sizing.png
Scale bar: 20 µm.
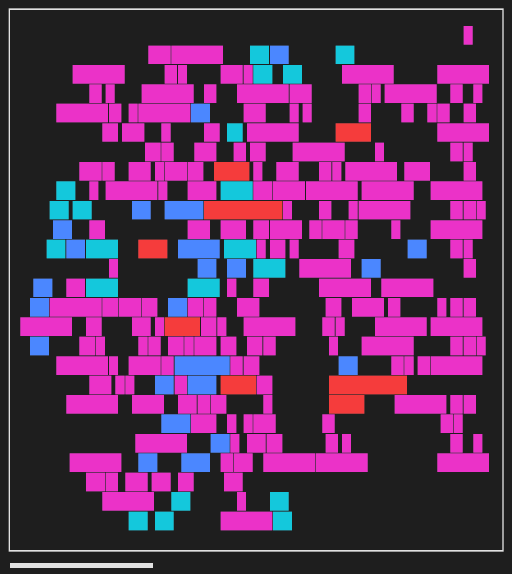
m2.png
Cells faint in the background.
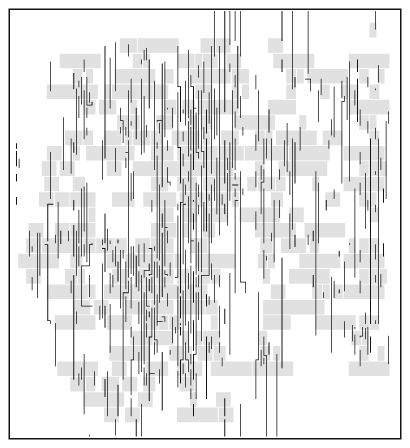
clock_nets.png
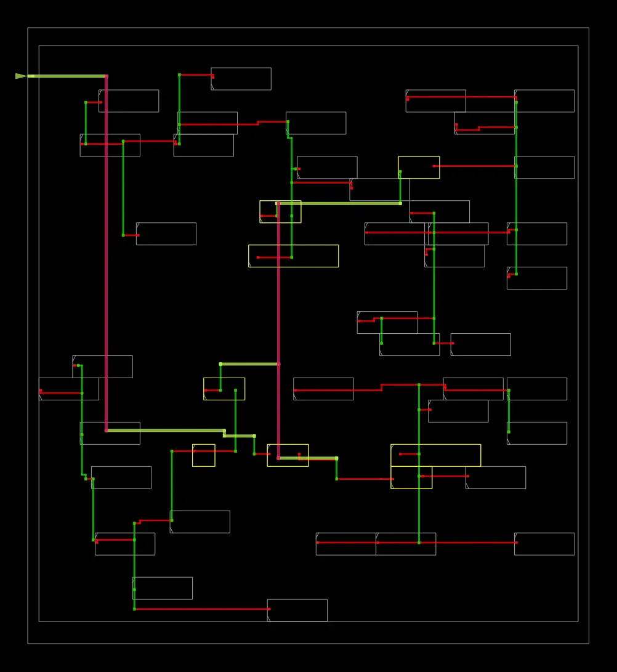
m1.png
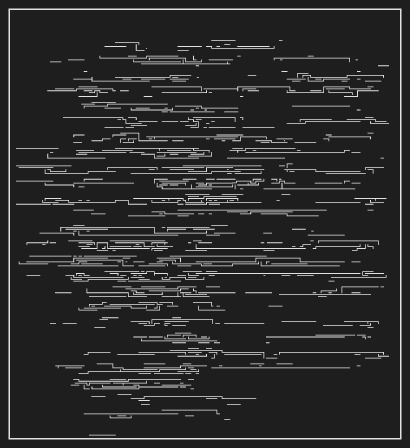
==> src/rtl/vga_scanout_if.sv <==
// vga_scanout_if: frame-buffer read port plus VGA pin bundle.
//   rd_address : {y, x} presented to the buffer's asynchronous read port
//   rd_data    : 4:4:4 RGB returned by the buffer
//   red/green/blue, hsync, vsync, active, frame_start : display pins
// master = scanout engine, slave = buffer/display side.
interface vga_scanout_if #(
  parameter int unsigned DATA_WIDTH = 12,
  parameter int unsigned X_WIDTH    = 10,
  parameter int unsigned Y_WIDTH    = 10
);
  logic [X_WIDTH+Y_WIDTH-1:0] rd_address;
  logic [DATA_WIDTH-1:0]      rd_data;
  logic [3:0]                 red;
  logic [3:0]                 green;
  logic [3:0]                 blue;
  logic                       hsync;
  logic                       vsync;
  logic                       active;
  logic                       frame_start;

  modport master (
    output rd_address,
    input  rd_data,
    output red, green, blue, hsync, vsync, active, frame_start
  );

  modport slave (
    input  rd_address,
    output rd_data,
    input  red, green, blue, hsync, vsync, active, frame_start
  );
endinterface

==> src/rtl/vga_scanout.sv <==
// vga_scanout: raster timing generator and pixel output register.
// Ports:
//   clock    : system clock, rising edge
//   reset_n  : synchronous active-low reset
//   bus      : vga_scanout_if.master (buffer read port + display pins)
// A clock divider produces pixel_tick; h/v counters walk the raster on each
// tick. The counters address the buffer combinationally, and the returned
// pixel plus syncs are registered on the tick, giving one pixel of latency.
module vga_scanout #(
  parameter int unsigned DATA_WIDTH = 12,
  parameter int unsigned X_WIDTH    = 10,
  parameter int unsigned Y_WIDTH    = 10,
  parameter int unsigned CLK_DIV    = 4,
  parameter int unsigned H_VISIBLE  = 640,
  parameter int unsigned H_FRONT    = 16,
  parameter int unsigned H_SYNC     = 96,
  parameter int unsigned H_BACK     = 48,
  parameter int unsigned V_VISIBLE  = 480,
  parameter int unsigned V_FRONT    = 10,
  parameter int unsigned V_SYNC     = 2,
  parameter int unsigned V_BACK     = 33
) (
  input  logic          clock,
  input  logic          reset_n,
  vga_scanout_if.master bus
);

  localparam int unsigned H_TOTAL  = H_VISIBLE + H_FRONT + H_SYNC + H_BACK;
  localparam int unsigned V_TOTAL  = V_VISIBLE + V_FRONT + V_SYNC + V_BACK;
  // Counter widths hold H_TOTAL / V_TOTAL so the sync-end bound never truncates.
  localparam int unsigned HC_W     = $clog2(H_TOTAL + 1);
  localparam int unsigned VC_W     = $clog2(V_TOTAL + 1);
  localparam int unsigned DIV_W    = (CLK_DIV > 1) ? $clog2(CLK_DIV) : 1;
  localparam int unsigned HS_START = H_VISIBLE + H_FRONT;
  localparam int unsigned HS_END   = HS_START + H_SYNC;
  localparam int unsigned VS_START = V_VISIBLE + V_FRONT;
  localparam int unsigned VS_END   = VS_START + V_SYNC;

  logic [DIV_W-1:0]      div_q, div_d;
  logic [HC_W-1:0]       h_q, h_d;
  logic [VC_W-1:0]       v_q, v_d;
  logic [DATA_WIDTH-1:0] rgb_q, rgb_d;
  logic                  hsync_q, hsync_d;
  logic                  vsync_q, vsync_d;
  logic                  active_q, active_d;
  logic                  start_q, start_d;
  logic                  frame_start_q, frame_start_d;

  logic pixel_tick;
  logic vis;

  assign pixel_tick = (div_q == DIV_W'(CLK_DIV - 1));
  assign vis        = (h_q < HC_W'(H_VISIBLE)) && (v_q < VC_W'(V_VISIBLE));

  // Buffer address follows the counters; blanking reads address 0.
  assign bus.rd_address = vis ? {Y_WIDTH'(v_q), X_WIDTH'(h_q)} : '0;

  // Next-state: divider, raster counters and the output pixel register.
  always_comb begin
    div_d         = div_q;
    h_d           = h_q;
    v_d           = v_q;
    rgb_d         = rgb_q;
    hsync_d       = hsync_q;
    vsync_d       = vsync_q;
    active_d      = active_q;
    start_d       = 1'b0;
    frame_start_d = start_q;

    if (pixel_tick) begin
      div_d = '0;
      if (h_q == HC_W'(H_TOTAL - 1)) begin
        h_d = '0;
        v_d = (v_q == VC_W'(V_TOTAL - 1)) ? '0 : v_q + 1'b1;
      end else begin
        h_d = h_q + 1'b1;
      end
      rgb_d    = vis ? bus.rd_data : '0;
      active_d = vis;
      hsync_d  = !((h_q >= HC_W'(HS_START)) && (h_q < HC_W'(HS_END)));
      vsync_d  = !((v_q >= VC_W'(VS_START)) && (v_q < VC_W'(VS_END)));
      // Marks the tick that registers (0,0); frame_start follows one clock later.
      start_d  = (h_q == '0) && (v_q == '0);
    end else begin
      div_d = div_q + 1'b1;
    end
  end

  // State register with synchronous reset.
  always_ff @(posedge clock) begin
    if (!reset_n) begin
      div_q         <= '0;
      h_q           <= '0;
      v_q           <= '0;
      rgb_q         <= '0;
      hsync_q       <= 1'b1;
      vsync_q       <= 1'b1;
      active_q      <= 1'b0;
      start_q       <= 1'b0;
      frame_start_q <= 1'b0;
    end else begin
      div_q         <= div_d;
      h_q           <= h_d;
      v_q           <= v_d;
      rgb_q         <= rgb_d;
      hsync_q       <= hsync_d;
      vsync_q       <= vsync_d;
      active_q      <= active_d;
      start_q       <= start_d;
      frame_start_q <= frame_start_d;
    end
  end

  assign bus.red         = rgb_q[11:8];
  assign bus.green       = rgb_q[7:4];
  assign bus.blue        = rgb_q[3:0];
  assign bus.hsync       = hsync_q;
  assign bus.vsync       = vsync_q;
  assign bus.active      = active_q;
  assign bus.frame_start = frame_start_q;

endmodule

==> src/flat_wrapper.sv <==
// flat-port wrapper written by rule: the top's interface ports become plain ports
module vga_scanout_flat 
#(
  parameter int unsigned DATA_WIDTH = 12,
  parameter int unsigned X_WIDTH    = 10,
  parameter int unsigned Y_WIDTH    = 10,
  parameter int unsigned CLK_DIV    = 4,
  parameter int unsigned H_VISIBLE  = 640,
  parameter int unsigned H_FRONT    = 16,
  parameter int unsigned H_SYNC     = 96,
  parameter int unsigned H_BACK     = 48,
  parameter int unsigned V_VISIBLE  = 480,
  parameter int unsigned V_FRONT    = 10,
  parameter int unsigned V_SYNC     = 2,
  parameter int unsigned V_BACK     = 33
)
  (clock, reset_n, bus_rd_address, bus_rd_data, bus_red, bus_green, bus_blue, bus_hsync, bus_vsync, bus_active, bus_frame_start);
  vga_scanout_if #(.DATA_WIDTH(DATA_WIDTH), .X_WIDTH(X_WIDTH), .Y_WIDTH(Y_WIDTH)) bus_i ();
  input  logic clock;
  input  logic reset_n;
  output wire logic [$bits(bus_i.rd_address)-1:0] bus_rd_address;
  input wire logic [$bits(bus_i.rd_data)-1:0] bus_rd_data;
  output wire logic [$bits(bus_i.red)-1:0] bus_red;
  output wire logic [$bits(bus_i.green)-1:0] bus_green;
  output wire logic [$bits(bus_i.blue)-1:0] bus_blue;
  output wire logic [$bits(bus_i.hsync)-1:0] bus_hsync;
  output wire logic [$bits(bus_i.vsync)-1:0] bus_vsync;
  output wire logic [$bits(bus_i.active)-1:0] bus_active;
  output wire logic [$bits(bus_i.frame_start)-1:0] bus_frame_start;
  assign bus_rd_address = bus_i.rd_address;
  assign bus_i.rd_data = bus_rd_data;
  assign bus_red = bus_i.red;
  assign bus_green = bus_i.green;
  assign bus_blue = bus_i.blue;
  assign bus_hsync = bus_i.hsync;
  assign bus_vsync = bus_i.vsync;
  assign bus_active = bus_i.active;
  assign bus_frame_start = bus_i.frame_start;
  vga_scanout #(.DATA_WIDTH(DATA_WIDTH), .X_WIDTH(X_WIDTH), .Y_WIDTH(Y_WIDTH), .CLK_DIV(CLK_DIV), .H_VISIBLE(H_VISIBLE), .H_FRONT(H_FRONT), .H_SYNC(H_SYNC), .H_BACK(H_BACK), .V_VISIBLE(V_VISIBLE), .V_FRONT(V_FRONT), .V_SYNC(V_SYNC), .V_BACK(V_BACK)) u_core (.clock(clock), .reset_n(reset_n), .bus(bus_i));
endmodule
==> config.mk <==
export PLATFORM = sky130hd
export DESIGN_NAME = vga_scanout_flat
export DESIGN_NICKNAME = d
export VERILOG_FILES = /design/src/rtl/vga_scanout_if.sv /design/src/rtl/vga_scanout.sv /design/src/flat_wrapper.sv
export SDC_FILE = /design/constraint.sdc
export NUM_CORES = 1
export LEC_CHECK = 0
export CAP_MARGIN = 0
export CORE_ASPECT_RATIO = 1.1
export CORE_UTILIZATION = 40
export CTS_BUF_LIST = sky130_fd_sc_hd__clkbuf_8
export DETAILED_ROUTE_END_ITERATION = 8
export DONT_BUFFER_PORTS = 1
export SYNTH_ARGS = -nofsm -noshare
export SYNTH_HDL_FRONTEND = slang
export SYNTH_SLANG_ARGS = --single-unit
==> constraint.sdc <==
create_clock -name clock -period 2.3 [get_ports clock]
set_input_delay 0.69 -clock clock [delete_from_list [all_inputs] [get_ports clock]]
set_output_delay 0.69 -clock clock [all_outputs]
set_load 0.02 [all_outputs]
==> flow_summary.json <==
{
  "period_minus_slack_ps": 2220,
  "fillers": 479,
  "die_area_um2": 5220,
  "routed_via_density": 5.83,
  "hold_viol": 0,
  "p_leak_nw": 0.818,
  "layout_top_cell": "dfxtp_1",
  "finalPower_mw": 1.49,
  "grt_use_met1": 0.265,
  "grt.busiest_layer": "met2",
  "pwr-share-clk": 0.462,
  "seq_cells": 39,
  "wl_met3_um": 330,
  "pg_clk_mw": 0.685,
  "combPwrFrac": 0.056,
  "power_density_nw_per_um2": 652,
  "top_regs": "u_core.rgb_q (12), u_core.h_q (10), u_core.v_q (10)",
  "ys_types": 49,
  "grt_antenna_before_repair": 0,
  "utilization": 0.487,
  "tap_cells": 56,
  "highest_layer": "met4",
  "coreArea_um2": 4680,
  "setup.worst_path.start": "u_core.v_q[5]",
  "buffers": 17,
  "fmax_mhz": 451,
  "edf_count": 0,
  "crit_family": "simple AND/OR/NAND/NOR gates",
  "pg_comb_mw": 0.0833,
  "crit_slowest_cell": "dfxtp_1",
  "yosys_cells": 238,
  "ff2ff_path_depth": 5,
  "logic_area_um2": 1120,
  "worst_slack_ps": 82.4,
  "largest-register": "u_core.rgb_q",
  "syn_inst": 238,
  "powerSeq_mw": 0.717,
  "port_buffers": 0,
  "synthTopCellsByArea": "dfxtp_1 (40%), nand3_1 (5.3%), nand2_1 (4.8%)",
  "p_sw_mw": 0.328,
  "cp.depth": 4,
  "yosys_area_um2": 1970,
  "layout.comb_gates.multi_input": 171,
  "syn-num-nets": 257,
  "hpwl_um": 3330,
  "hold_buffers": 0,
  "rsz0062_at_grt": "no",
  "grt_pass1_wl_um": 7780,
  "cts_buffers": 5,
  "p_int_mw": 1.16,
  "worst_hold_slack_ps": 426,
  "power.group.top": "sequential cells",
  "met1Wirelength_um": 2300,
  "timing.rr.start": "u_core.h_q[0]",
  "syn_area_per_cell_um2": 8.29,
  "sh_seq_area": 0.342,
  "final_cell_mix": "dfxtp_1 (39), nand2_1 (25), nand3_1 (21)",
  "cts_resized": 10,
  "max_slew.worst_pin.slew_ps": 722,
  "simple_gate_area_frac": 0.337,
  "rows": 26,
  "top_area_cell": "dfxtp_1",
  "buf_share": 0.0576,
  "pwr-share-seq": 0.482,
  "drv_cap": 0,
  "ys_sh_xor": 0.0311,
  "drtIter0Drc": 110,
  "cts_tree": "yes",
  "ys_ff": 39,
  "finalSetupTns_ps": 0,
  "ys_sh_adder": 0.0317,
  "setup_violations": 0,
  "synthTopCellsByCount": "dfxtp_1 (39), nand2_1 (25), nand3_1 (21), a21oi_1 (16), clkbuf_1 (15)",
  "required_ps": 1610,
  "crit_buf_inv": 1,
  "post_cts.repair.setup_buffers": 0,
  "logic_family": "simple AND/OR/NAND/NOR gates",
  "r2r_slack_ps": 420,
  "final-clk-cell-share": 0.0598,
  "antenna_left": 0,
  "syn-cell-area_um2": 1970,
  "stdcell_area_um2": 2280,
  "largestClassByArea": "multi-input combinational cells",
  "wl_met2_um": 2190,
  "hold_path_end": "u_core.div_q[0]",
  "maxSlewViolCount": 0,
  "synth_seq_share": 0.396,
  "endpoint": "bus_rd_address[17]",
  "drt_pre_antenna_iters": 4,
  "h-tree-depth": 2,
  "synthToLayoutAreaGrowth_pct": 15.6,
  "synth_warnings": 0,
  "use_met3": 0.0479,
  "peakVddDrop_mv": 0.357,
  "clkTransAtPathRegs_ps": 80,
  "largest_reg_flops": 12,
  "die_y_um": 75.6,
  "top_cell": "dfxtp_1",
  "cts_root_buf": "clkbuf_8",
  "aoi_share": 0.138,
  "worstHoldStart": "u_core.div_q[0]",
  "io_pins": 50,
  "place_ws_ps": 295,
  "cts_buffer_depth": 2,
  "drc": 0,
  "cp_max_fo": 11,
  "regToRegEndpoint": "u_core.v_q[7]",
  "synthArstFlopShare": 0,
  "cp-start-kind": "flip-flop",
  "outcome": "finished clean",
  "grt_start_max_net_pins": 26,
  "fp_util": 0.421,
  "cp_data_arrival_time_ps": 1530,
  "flop_cell": "dfxtp_1"
}
About sizing.png:
legend:
  magenta:
    size: x1 and smaller
    cells: 194
    share: 79%
  blue:
    size: x3 and x4
    cells: 23
    share: 9.4%
  red:
    size: x6 and larger
    cells: 8
    share: 3.3%
  cyan:
    size: x2
    cells: 20
    share: 8.2%

About m2.png:
longest straight run: 33.3 µm
share of all routed wire: 45%
nets with wire on the layer: 215
wire length on this layer: 2190 µm
main direction: vertical
vias: 1756
WL final: 4910 µm
M2 GR Usage: 0.313

About clock_nets.png:
clk_skew: 7.71 ps
clk latency late pin: 300 ps
CTS sink count: 39
clock buf count: 5

About m1.png:
wire length on this layer: 2300 µm
share of all routed wire: 47%
nets with wire on the layer: 230
longest straight run: 29.0 µm

Power and IR drop assume default switching activity.
